--- src/rtl/uart_tx_if.sv ---
// Parallel-side handshake and serial line bundle for uart_tx.
interface uart_tx_if #(
    parameter int DATA_WIDTH = 8
);
    logic [DATA_WIDTH-1:0] P_DATA;
    logic                  Data_Valid;
    logic                  PAR_EN;
    logic                  PAR_TYP;
    logic                  TX_OUT;
    logic                  Busy;
    logic                  Ready;

    modport master (
        output P_DATA, Data_Valid, PAR_EN, PAR_TYP,
        input  TX_OUT, Busy, Ready
    );

    modport slave (
        input  P_DATA, Data_Valid, PAR_EN, PAR_TYP,
        output TX_OUT, Busy, Ready
    );
endinterface

--- src/rtl/uart_tx.sv ---
// UART transmitter: start bit, DATA_WIDTH data bits LSB first, optional parity, one stop bit.
// Define UART_TX_BUF_EN to add a one-entry holding buffer for gapless back-to-back frames.
module uart_tx #(
    parameter int DATA_WIDTH = 8
) (
    input logic      CLK,
    input logic      RST,
    uart_tx_if.slave bus
);
    localparam int CW = (DATA_WIDTH > 1) ? $clog2(DATA_WIDTH) : 1;

    typedef enum logic [2:0] {IDLE, START, DATA, PARITY, STOP} state_t;

    state_t                state, state_n;
    logic [CW-1:0]         cnt, cnt_n;
    logic [DATA_WIDTH-1:0] word_q, word_n;
    logic                  pen_q, pen_n;
    logic                  ptyp_q, ptyp_n;
    logic                  tx_q, tx_n;
    logic                  busy_q, busy_n;
    logic                  accept;
    logic                  par_bit;

`ifdef UART_TX_BUF_EN
    logic [DATA_WIDTH-1:0] buf_word_q, buf_word_n;
    logic                  buf_pen_q, buf_pen_n;
    logic                  buf_ptyp_q, buf_ptyp_n;
    logic                  buf_full_q, buf_full_n;

    assign bus.Ready = ~buf_full_q;
`else
    assign bus.Ready = ~busy_q;
`endif

    assign accept     = bus.Data_Valid & bus.Ready;
    assign bus.TX_OUT = tx_q;
    assign bus.Busy   = busy_q;

    function automatic logic parity_of(input logic [DATA_WIDTH-1:0] w, input logic odd);
        return (^w) ^ odd;
    endfunction

    always_comb begin
        state_n = state;
        cnt_n   = cnt;
        word_n  = word_q;
        pen_n   = pen_q;
        ptyp_n  = ptyp_q;
`ifdef UART_TX_BUF_EN
        buf_word_n = buf_word_q;
        buf_pen_n  = buf_pen_q;
        buf_ptyp_n = buf_ptyp_q;
        buf_full_n = buf_full_q;
`endif
        case (state)
            IDLE: begin
                if (accept) begin
                    state_n = START;
                    word_n  = bus.P_DATA;
                    pen_n   = bus.PAR_EN;
                    ptyp_n  = bus.PAR_TYP;
                end
            end
            START: begin
                state_n = DATA;
                cnt_n   = '0;
            end
            DATA: begin
                if (cnt == CW'(DATA_WIDTH - 1)) begin
                    state_n = pen_q ? PARITY : STOP;
                end else begin
                    cnt_n = cnt + 1'b1;
                end
            end
            PARITY: state_n = STOP;
            STOP: begin
                state_n = IDLE;
`ifdef UART_TX_BUF_EN
                // Chain straight into the buffered frame; Busy never drops.
                if (buf_full_q) begin
                    state_n    = START;
                    word_n     = buf_word_q;
                    pen_n      = buf_pen_q;
                    ptyp_n     = buf_ptyp_q;
                    buf_full_n = 1'b0;
                end
`endif
            end
            default: state_n = IDLE;
        endcase
`ifdef UART_TX_BUF_EN
        if (accept && (state != IDLE)) begin
            buf_word_n = bus.P_DATA;
            buf_pen_n  = bus.PAR_EN;
            buf_ptyp_n = bus.PAR_TYP;
            buf_full_n = 1'b1;
        end
`endif
        // Line level is registered from the next state so TX_OUT is glitch-free.
        par_bit = parity_of(word_n, ptyp_n);
        case (state_n)
            START:   tx_n = 1'b0;
            DATA:    tx_n = word_n[cnt_n];
            PARITY:  tx_n = par_bit;
            default: tx_n = 1'b1;
        endcase
        busy_n = (state_n != IDLE);
    end

    always_ff @(posedge CLK or negedge RST) begin
        if (!RST) begin
            state  <= IDLE;
            cnt    <= '0;
            tx_q   <= 1'b1;
            busy_q <= 1'b0;
`ifdef UART_TX_BUF_EN
            buf_full_q <= 1'b0;
`endif
        end else begin
            state  <= state_n;
            cnt    <= cnt_n;
            tx_q   <= tx_n;
            busy_q <= busy_n;
`ifdef UART_TX_BUF_EN
            buf_full_q <= buf_full_n;
`endif
        end
    end

    always_ff @(posedge CLK) begin
        word_q <= word_n;
        pen_q  <= pen_n;
        ptyp_q <= ptyp_n;
`ifdef UART_TX_BUF_EN
        buf_word_q <= buf_word_n;
        buf_pen_q  <= buf_pen_n;
        buf_ptyp_q <= buf_ptyp_n;
`endif
    end
endmodule

--- src/flat_wrapper.sv ---
// flat-port wrapper written by rule: the top's interface ports become plain ports
module uart_tx_flat 
#(
    parameter int DATA_WIDTH = 8
)
  (CLK, RST, bus_P_DATA, bus_Data_Valid, bus_PAR_EN, bus_PAR_TYP, bus_TX_OUT, bus_Busy, bus_Ready);
  uart_tx_if #(.DATA_WIDTH(DATA_WIDTH)) bus_i ();
  input logic CLK;
  input logic RST;
  input wire logic [$bits(bus_i.P_DATA)-1:0] bus_P_DATA;
  input wire logic [$bits(bus_i.Data_Valid)-1:0] bus_Data_Valid;
  input wire logic [$bits(bus_i.PAR_EN)-1:0] bus_PAR_EN;
  input wire logic [$bits(bus_i.PAR_TYP)-1:0] bus_PAR_TYP;
  output wire logic [$bits(bus_i.TX_OUT)-1:0] bus_TX_OUT;
  output wire logic [$bits(bus_i.Busy)-1:0] bus_Busy;
  output wire logic [$bits(bus_i.Ready)-1:0] bus_Ready;
  assign bus_i.P_DATA = bus_P_DATA;
  assign bus_i.Data_Valid = bus_Data_Valid;
  assign bus_i.PAR_EN = bus_PAR_EN;
  assign bus_i.PAR_TYP = bus_PAR_TYP;
  assign bus_TX_OUT = bus_i.TX_OUT;
  assign bus_Busy = bus_i.Busy;
  assign bus_Ready = bus_i.Ready;
  uart_tx #(.DATA_WIDTH(DATA_WIDTH)) u_core (.CLK(CLK), .RST(RST), .bus(bus_i));
endmodule
--- config.mk ---
export PLATFORM = sky130hd
export DESIGN_NAME = uart_tx_flat
export DESIGN_NICKNAME = d
export VERILOG_FILES = /design/src/rtl/uart_tx_if.sv /design/src/rtl/uart_tx.sv /design/src/flat_wrapper.sv
export SDC_FILE = /design/constraint.sdc
export NUM_CORES = 1
export LEC_CHECK = 0
export CAP_MARGIN = 15
export CELL_PAD_IN_SITES_DETAIL_PLACEMENT = 0
export CELL_PAD_IN_SITES_GLOBAL_PLACEMENT = 1
export CORE_MARGIN = 4
export CORE_UTILIZATION = 40
export DETAILED_ROUTE_END_ITERATION = 10
export HOLD_SLACK_MARGIN = 0.12
export PLACE_DENSITY = 0.76
export SYNTH_ARGS = -nofsm -noshare
export SYNTH_HDL_FRONTEND = slang
export SYNTH_SLANG_ARGS = --single-unit
--- constraint.sdc ---
create_clock -name CLK -period 2.6 [get_ports CLK]
set_input_delay 0.39 -clock CLK [delete_from_list [all_inputs] [get_ports CLK]]
set_output_delay 0.39 -clock CLK [all_outputs]
set_load 0.01 [all_outputs]
==> run_1/ff_map.png <==
Other sequential cells in the stronger gray, the rest of the logic in the fainter gray.
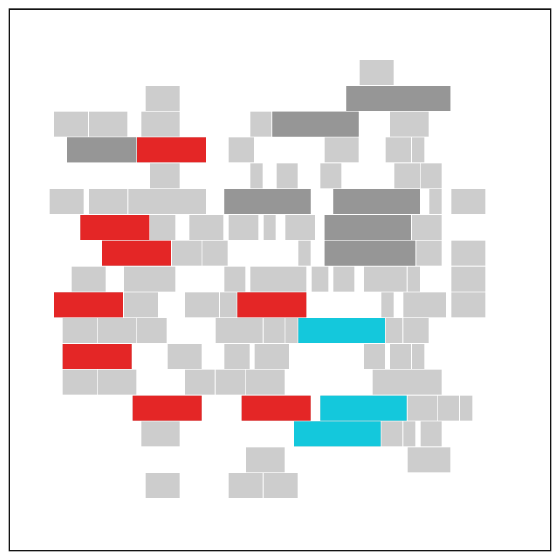
[cyan] `u_core.cnt` | flops: 3
[red] `u_core.word_q` | flops: 8
not colored: 7

==> run_1/m3.png <==
The bar under the picture is 20 um long.
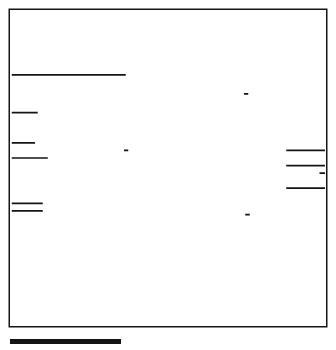
longest straight run: 20.2 um
share of all routed wire: 4.2%
wire length on this layer: 66.7 um

==> run_1/m2.png <==
Cells faint in the background.
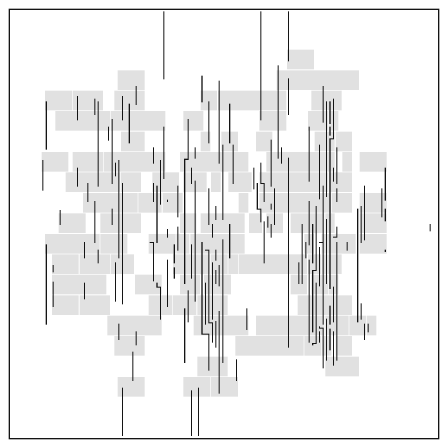
wire length on this layer: 750 um
longest straight run: 25.2 um
share of all routed wire: 47%
main direction: vertical

==> run_1/gates.png <==
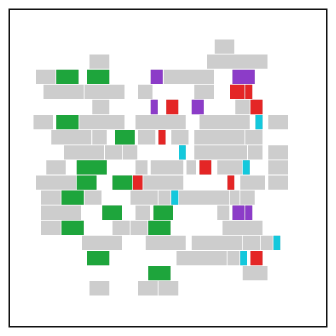
[purple] nand cells | cells: 6 | most used: nand2b_1
[green] mux cells | cells: 14 | most used: mux2_2
[cyan] inv cells | cells: 6 | most used: inv_1 | where: east
[red] nor cells | cells: 9

==> run notes, run 1 <==
Status of the implementation.

- The pin closest to its max-slew limit shows a slew of 0.4090 ns.
- The post-synth net total is 95, for reference.
- TritonCTS created 3 clock buffers.
- The power report attributes to the sequential group a share of 0.336.
- Overall routing resource usage recorded by global route was 0.1112.
- The clock edge transition at the registers on the reported setup and hold paths is 0.10 ns, for reference.
- The power report attributes to the combinational group a share of 0.560.
- The floorplan core density is 0.4245, for reference.
- The cell-internal power is 0.001024 W, for reference.
- The script reports the combined buffer and inverter count of the critical path as 0.
- The power group with the largest share is combinational logic, for reference.
- Leaving out fill and tap cells, the most frequent cells in the layout are sky130_fd_sc_hd__clkdlybuf4s50_1 (15), sky130_fd_sc_hd__dfxtp_1 (9), sky130_fd_sc_hd__mux2_2 (8).
- The core footprint is 0.002255 mm^2, for reference.
- The analysis attributes to net switching a power of 0.0005866 W.
- The area share of fa/ha/maj cells after synthesis is 0.01307, for reference.
- In the post-route report, total wirelength is listed as 1.593 mm.
- Of the post-synthesis cell area, the dominant cell type holds 0.1882.
- The arrival time at the worst endpoint is 2.18 ns, for reference.
- The proportion of register bits with asynchronous set or reset after synthesis is 0.4444, for reference.
- Of the total power, the clock network draws 0.104.
- The post-detailed-route wirelength per cell is 12.64 um, for reference.
- The leading register cell type out of synthesis is sky130_fd_sc_hd__dfxtp_1, for reference.
- Across all stage logs, warnings added up to 26.
- The cell-mix breakdown from Yosys lists the compound-gate area share as 0.1085.
- After clock tree synthesis, the flow added hold-fix buffers numbering 0.
- For this design, the slowest cell found on the critical path is sky130_fd_sc_hd__dfrtp_1.
- The cell count after synthesis is 81, for reference.
- The initial antenna violation count is 0, for reference.
- The flow ran to the end, and the final reports show no timing, DRC or antenna violations.
- The number of H-tree levels is 1, for reference.
- The OpenROAD report gives the critical path a required time of 2.79 ns.
- The cell with the most instances after synthesis is sky130_fd_sc_hd__dfxtp_1, for reference.
- Ranked by instance count, the synthesized netlist is headed by sky130_fd_sc_hd__dfxtp_1 (9), sky130_fd_sc_hd__mux2_2 (8), sky130_fd_sc_hd__dfrtp_1 (7).
- The most frequent logic cell in the layout is sky130_fd_sc_hd__clkdlybuf4s50_1, for reference.
- Per the synthesis report, the simple-gate share of the synthesized area is 0.1399.
- On the worst path, the slowest cell contributes a delay of 0.52 ns.
- The most area-hungry cell type in the Yosys netlist is sky130_fd_sc_hd__dfxtp_1, for reference.
- The via count of the first global-routing pass is 634.
- The worst setup path is captured at a flip-flop.
- The site row count is 17, for reference.
- The switching portion of total power is 0.3641, for reference.
- The type of the setup path with the least slack is reg -> reg, for reference.
- In the per-layer breakdown of the detailed-route log, met1 shows 742 um.
- The HPWL after detailed placement is 1.311 mm, for reference.
- Once the clock tree was built, the setup fixing pass inserted 0 buffers.
- The number of fill cells in the layout is 230, for reference.
- The detail route stage leaves a number of antenna-violating nets equal to 0.
- Detailed routing placed a total of 66 um of wire on met3.
- Of the synthesized area, sequential elements account for 0.4301.
- Between clock sinks in the finished design, the worst skew comes to 0.003938 ns.
- The smallest clock period supported by the final layout is computed as 1.991 ns.
- The category of the worst setup path launch point is a flip-flop, for reference.
- Setup repair after global routing left no endpoint under its margin.
- The number of cells in the yosys synthesis report is 81, for reference.
- Per the final timing report, the hold violations number 0.
- The width of the die is 56.92 um, for reference.
- In the finished design, the share of the clock period the worst path needs comes to 0.7656.
- Warnings reported by Yosys during synthesis add up to 0.
- By area, the combinational part of the netlist is dominated by multiplexers.
- The gate family responsible for the most delay along the worst path is simple AND/OR/NAND/NOR gates, for reference.
- The first global-routing pass estimated 2.808 mm of wire.
- The count of TritonRoute iterations in the first routing pass is 5, for reference.
- The slew check shows that the tightest pin keeps a relative margin of 0.7268.
- Traced cell by cell, the critical path runs through nor2_2 -> and4_1 -> mux2_2 -> mux2i_1 -> and3_1 -> o41ai_2.
- The number of antenna diodes in the final layout is 0.
- The clock tree has to reach 18 sinks.
- On the final layout, the worst hold slack is 0.3604 ns.
- The gate-level netlist out of Yosys references 38 unique cell types.
- According to the hold report, the worst path is of the in -> async type.
- The final max-slew violation count is 0, for reference.
- Summed over all failing endpoints, the final setup total negative slack is 0 ns.
- After detailed routing, the met2 layer carries 749 um of wire.
- The height of the die is 56.92 um, for reference.
- The synthesized netlist has a Yosys-reported chip area of 957.2 um^2.
run 1: layout make-up:
type,count,area [um^2],area share
inverters,6,22.52,0.01969
repair buffers,16,157.7,0.1379
well taps,28,35.03,0.03063
multi-input cells,54,480.5,0.4201
clock buffers,4,36.28,0.03173
flip-flops and latches,18,411.6,0.3600
run 1: kinds of logic after synthesis:
logic type               after synthesis
AND-OR/OR-AND                         11
flip-flops                            18
AND/OR/NAND/NOR                       21
multiplexers                          14
buffers and inverters                  9
XOR/XNOR                               7
adder cells (fa/ha/maj)                1
run 1: state kept, by name, indices dropped and copies added (netlist names):
name / count
u_core.word_q: 8
u_core.cnt: 3
u_core.state: 3
u_core.bus.Busy: 1
u_core.bus.TX_OUT: 1
u_core.pen_q: 1
u_core.ptyp_q: 1
run 1: through the flow:
step,setup WS [ns],util,std cells,area [um^2],total power (W)
2_1_floorplan,0.7877,-,81,957.2,0.001300
3_3_place_gp,0.4538,0.4911,122,1107,0.001443
3_5_place_dp,0.3975,0.4911,122,1107,0.001458
4_1_cts,0.5743,0.5072,126,1144,0.001627
5_1_grt,0.4403,0.5072,126,1144,0.001753
6_report,0.6094,0.5072,126,1144,0.001611
run 1: path summary, 6_finish.rpt:
path                            startpoint                 to  slack, ns  cells past startpoint
hold / removal                         RST    u_core.state[0]       0.36                      1
setup / recovery           u_core.state[0]  u_core.bus.TX_OUT       0.61                      6
max in group asynchronous              RST  u_core.bus.TX_OUT       1.94                      1
hold reg to reg              u_core.ptyp_q      u_core.ptyp_q       0.52                      1
min in group CLK             u_core.ptyp_q      u_core.ptyp_q       0.52                      1
setup reg to reg           u_core.state[0]  u_core.bus.TX_OUT       0.61                      6
run 1: routing by layer:
layer	up-vias	GRT usage
li1	320	-
met1	301	0.1368
met2	12	0.1762
met3	4	0.02069
met4	0	0.07285
met5	-	0
==> run_1/congestion_map.png <==
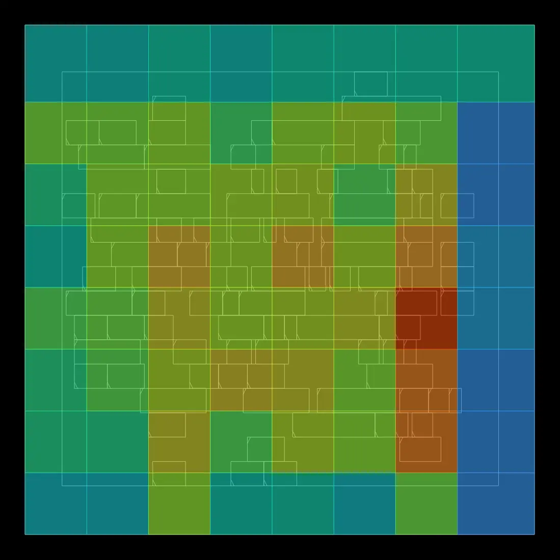

==> run 2: changes to the inputs <==
==> constraint.sdc (replaced) <==
create_clock -name CLK -period 2.1 [get_ports CLK]
set_input_delay 0.315 -clock CLK [delete_from_list [all_inputs] [get_ports CLK]]
set_output_delay 0.315 -clock CLK [all_outputs]
set_load 0.01 [all_outputs]
==> run_2/congestion_map.png <==
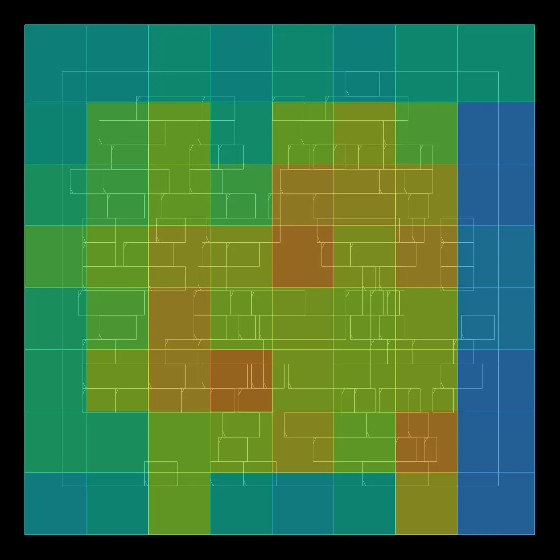
Final Util: 0.5161
overall track demand over capacity in global routing: 0.1078
met2 Resource Use GR: 0.1974

==> run 2 against run 1 <==
  * Critical endpoint unchanged
  * Sequential power up 22%
  * Fmax grew 1.8%
  * Register-to-register slack got worse by 0.46 ns
  * Critical path depth grew 1
  * Final cell count rose by 0.79%
==> run notes, run 2 <==
Status of the implementation.

- The count of TritonRoute iterations in the first routing pass is 3 (was 5), for reference.
- The number of cells in the yosys synthesis report was 81 (unchanged).
- The most area-hungry cell type in the Yosys netlist is sky130_fd_sc_hd__dfxtp_1 (unchanged).
- The via count of the first global-routing pass is 632 (was 634), for reference.
- The vias per cell is 4.984 (was 5.056).
- The worst stage delay on the critical path came to 0.40 ns (was 0.52 ns).
- The gate family responsible for the most delay along the worst path was AND-OR/OR-AND gates (was simple AND/OR/NAND/NOR gates).
- The cell count after synthesis is 81 (unchanged), for reference.
- Status: completed (unchanged).
- The clock edge transition at the registers on the reported setup and hold paths is 0.10 ns (about the same), for reference.
- Largest regs: u_core.word_q x8, u_core.cnt x3, u_core.state x3 (unchanged).
- The site row count is 17 (unchanged), for reference.
- The number of distinct library cells after synthesis is 38 (unchanged), for reference.
- The post-cts sizing count is 0 (unchanged), for reference.
- The total clock buffers created by CTS came to 3 (unchanged).
- The maximum number of pins on one net before global-route repair is 14 (was 11), for reference.
- The cell with the most instances after synthesis is sky130_fd_sc_hd__dfxtp_1 (unchanged).
- The net total in the final layout is 114 (was 113).
- The post-detailed-route wirelength per cell is 13.31 um (was 12.64 um), for reference.
- The flip-flop count of the largest register after layout is 8 (unchanged), for reference.
- The number of non-filler instances in the completed layout is 127 (was 126), for reference.
- The largest driver fanout on the critical path is 4 (was 10), for reference.
- Most frequent cells after synthesis: sky130_fd_sc_hd__dfxtp_1 (9), sky130_fd_sc_hd__mux2_2 (8), sky130_fd_sc_hd__dfrtp_1 (7) (unchanged).
- The arrival time at the worst endpoint is 2.15 ns (was 2.18 ns), for reference.
- The number of synthesis warnings was 0 (unchanged).
- The buffer depth of the longest clock path is 2 (unchanged), for reference.
- The class of the worst hold path is in -> async (unchanged), for reference.
- The detailed route wirelength on metal2 was 896 um (was 749 um).
- The number of diodes is 0 (unchanged).
- The setup total negative slack was 0 ns (unchanged).
- The area taken by flip-flops and latches is 411.6 um^2 (unchanged), for reference.
- The type of the setup path with the least slack was reg -> reg (unchanged).
- The number of buffers inserted by hold repair at cts is 0 (unchanged), for reference.
- Most used cells in the layout excluding fill and tap cells: sky130_fd_sc_hd__clkdlybuf4s50_1 (15), sky130_fd_sc_hd__dfxtp_1 (9), sky130_fd_sc_hd__mux2_2 (8) (unchanged).
- The proportion of register bits with asynchronous set or reset after synthesis is 0.4444 (unchanged), for reference.
- The floorplan core density is 0.4245 (unchanged).
- The portion of synthesized cell area occupied by the leading cell type is 0.1882 (unchanged), for reference.
- The synthesis-to-layout area growth is 21.57% (was 19.48%).
- The height of the die is 56.92 um (unchanged), for reference.
- The transition at the pin with the smallest max-transition slack was 0.4273 ns (was 0.4090 ns).
- The initial antenna violation count came to 0 (unchanged).
- The critical path endpoint category is a flip-flop (unchanged), for reference.
- The final critical path time including I/O delays and setup is 1.955 ns (was 1.991 ns), for reference.
- The leading register cell type out of synthesis is sky130_fd_sc_hd__dfxtp_1 (unchanged), for reference.
- The yosys-reported design area after synthesis is 957.2 um^2 (unchanged), for reference.
- The fraction of final layout cells sized beyond drive strength 1 is 0.2121 (was 0.2041), for reference.
- The hold violation count in the final report is 0 (unchanged).
- The number of fill cells in the layout is 225 (was 230), for reference.
- The final wirelength came to 1.691 mm (was 1.593 mm).
- The most frequent logic cell in the layout was sky130_fd_sc_hd__clkdlybuf4s50_1 (unchanged).
- The first-iteration detailed-routing DRC count came to 5 (was 3).
- The total met3 wirelength after detailed routing is 62 um (was 66 um), for reference.
- The cell count along the critical path is 7 (was 6), for reference.
- The detailed-route wire length on metal 1 is 721 um (was 742 um), for reference.
- The core footprint is 0.002255 mm^2 (unchanged).
- The total congestion overflow after global routing is 0 (unchanged), for reference.
- The count of state elements after synthesis was 18 (unchanged).
- The number of H-tree levels is 1 (unchanged), for reference.
- The worst path buffer plus inverter count is 0 (unchanged).
- The number of clock sinks is 18 (unchanged), for reference.
- The HPWL after detailed placement was 1.362 mm (was 1.311 mm).
- The number of placed instances, taps included was 123 (was 122).
- Unrepaired setup endpoints after global routing: false (unchanged).
- The register share after synthesis is 0.4301 (unchanged).
- The number of buffers added on ports was 15 (unchanged).
- The register containing the most flip-flops in the final layout is u_core.word_q (unchanged), for reference.
- The global-route wire length before repair came to 2.711 mm (was 2.808 mm).
- The DRC violation count after routing was 0 (unchanged).
- The multi-input combinational cell area is 480.5 um^2 (unchanged), for reference.
- The number of cells traversed by the worst register-to-register path is 7 (was 6), for reference.
- The category of the worst setup path launch point was a flip-flop (unchanged).
- The final max-slew violation count is 0 (unchanged), for reference.
- The leakage power summed over all cells is 0.4914 nW (was 0.4829 nW), for reference.
- The CTS tree is built (unchanged), for reference.
- The required time reported for the critical path endpoint is 2.30 ns (was 2.79 ns), for reference.
- The period utilization is 0.9310 (was 0.7656), for reference.
- The highest-delay cell along the critical path is sky130_fd_sc_hd__dfrtp_1 (unchanged), for reference.
- The number of buffers inserted by post-CTS setup repair was 0 (unchanged).
- The maximum clock frequency came to 511.5 MHz (was 502.4 MHz).
- Top area cell types: sky130_fd_sc_hd__dfxtp_1 (19%), sky130_fd_sc_hd__dfrtp_1 (18%), sky130_fd_sc_hd__mux2_2 (9.4%) (unchanged).
- The number of nets with antenna violations after routing is 0 (unchanged), for reference.
- The root cell of the clock tree is sky130_fd_sc_hd__clkbuf_4 (unchanged).
- The tally of OpenROAD warnings is 26 (unchanged), for reference.
- Cells traversed along the worst timing path: ha_1 -> a21o_1 -> a21oi_1 -> o22ai_4 -> mux2i_1 -> and3_1 -> o41ai_2 (was nor2_2 -> and4_1 -> mux2_2 -> mux2i_1 -> and3_1 -> o41ai_2).
- The count of boundary I/O pins is 16 (unchanged), for reference.
- The max-cap violation count is 0 (unchanged).
- The final setup skew is 0.002145 ns (was 0.003938 ns), for reference.
- The worst-case headroom to the max-slew limit is 0.7146 (was 0.7268), for reference.
- The post-synth net total is 95 (unchanged), for reference.
- The width of the die is 56.92 um (unchanged), for reference.
==> run_2/m2.png <==
Cells faint in the background.
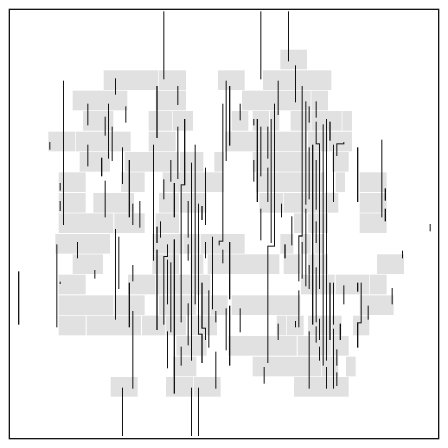
share of all routed wire: 53%
main direction: vertical
nets with wire on the layer: 99
longest straight run: 32.0 um
wire length on this layer: 897 um

## run 2: cell counts after synthesis
Identical to the previous run, type by type.
## run 2: final timing paths
check,from,to,slack [ns]
max in group asynchronous,RST,u_core.bus.TX_OUT,1.52
setup / recovery,u_core.cnt[0],u_core.bus.TX_OUT,0.14
hold reg to reg,u_core.ptyp_q,u_core.ptyp_q,0.52
hold / removal,RST,u_core.state[1],0.28
setup reg to reg,u_core.cnt[0],u_core.bus.TX_OUT,0.14
min in group CLK,u_core.ptyp_q,u_core.ptyp_q,0.52
## run 2: cell type report
type / instances / share of cell area
clock buffer: 4 / 0.03118
inverter: 6 / 0.01935
multi-input combinational: 54 / 0.4129
sequential: 18 / 0.3538
tap: 28 / 0.03011
timing repair buffer: 17 / 0.1527
## run 2: kinds of logic after synthesis
family	Yosys count	share of synthesized area
simple gates	21	0.1399
flops	18	0.4301
mux	14	0.1621
compound gates	11	0.1085
buf+inv	9	0.06797
xor+xnor	7	0.07843
fa+ha+maj	1	0.01307
## run 2: report_power, final
group | leakage (nW) | total, W | internal [W] | switching, W
Combinational | 0.287 | 0.00117 | 0.000664 | 0.000504
Sequential | 0.183 | 0.000663 | 0.000525 | 0.000138
Clock | 0.0210 | 0.000210 | 0.000106 | 0.000105
Total | 0.491 | 0.00204 | 0.00129 | 0.000747
## run 2: metrics by stage
stage               instance area (um^2)  worst slack (ns)  power (W)  hold slack [ns]
finish                              1164            0.1449   0.002041           0.2805
global route                        1164          0.004701   0.002200           0.2948
CTS                                 1164            0.1297   0.002068           0.2832
detailed placement                  1127           0.08463   0.001854           0.4991
global placement                    1127           0.08856   0.001820           0.4954
floorplan                          957.2            0.2877   0.001609          0.01941
## run 2: metal layers
metal,up-vias,global-route usage
li1,323,-
met5,-,0
met3,2,0.01379
met1,298,0.1181
met2,10,0.1974
met4,0,0.05960
Power figures rest on the tool's default switching activity, not on a simulated workload.
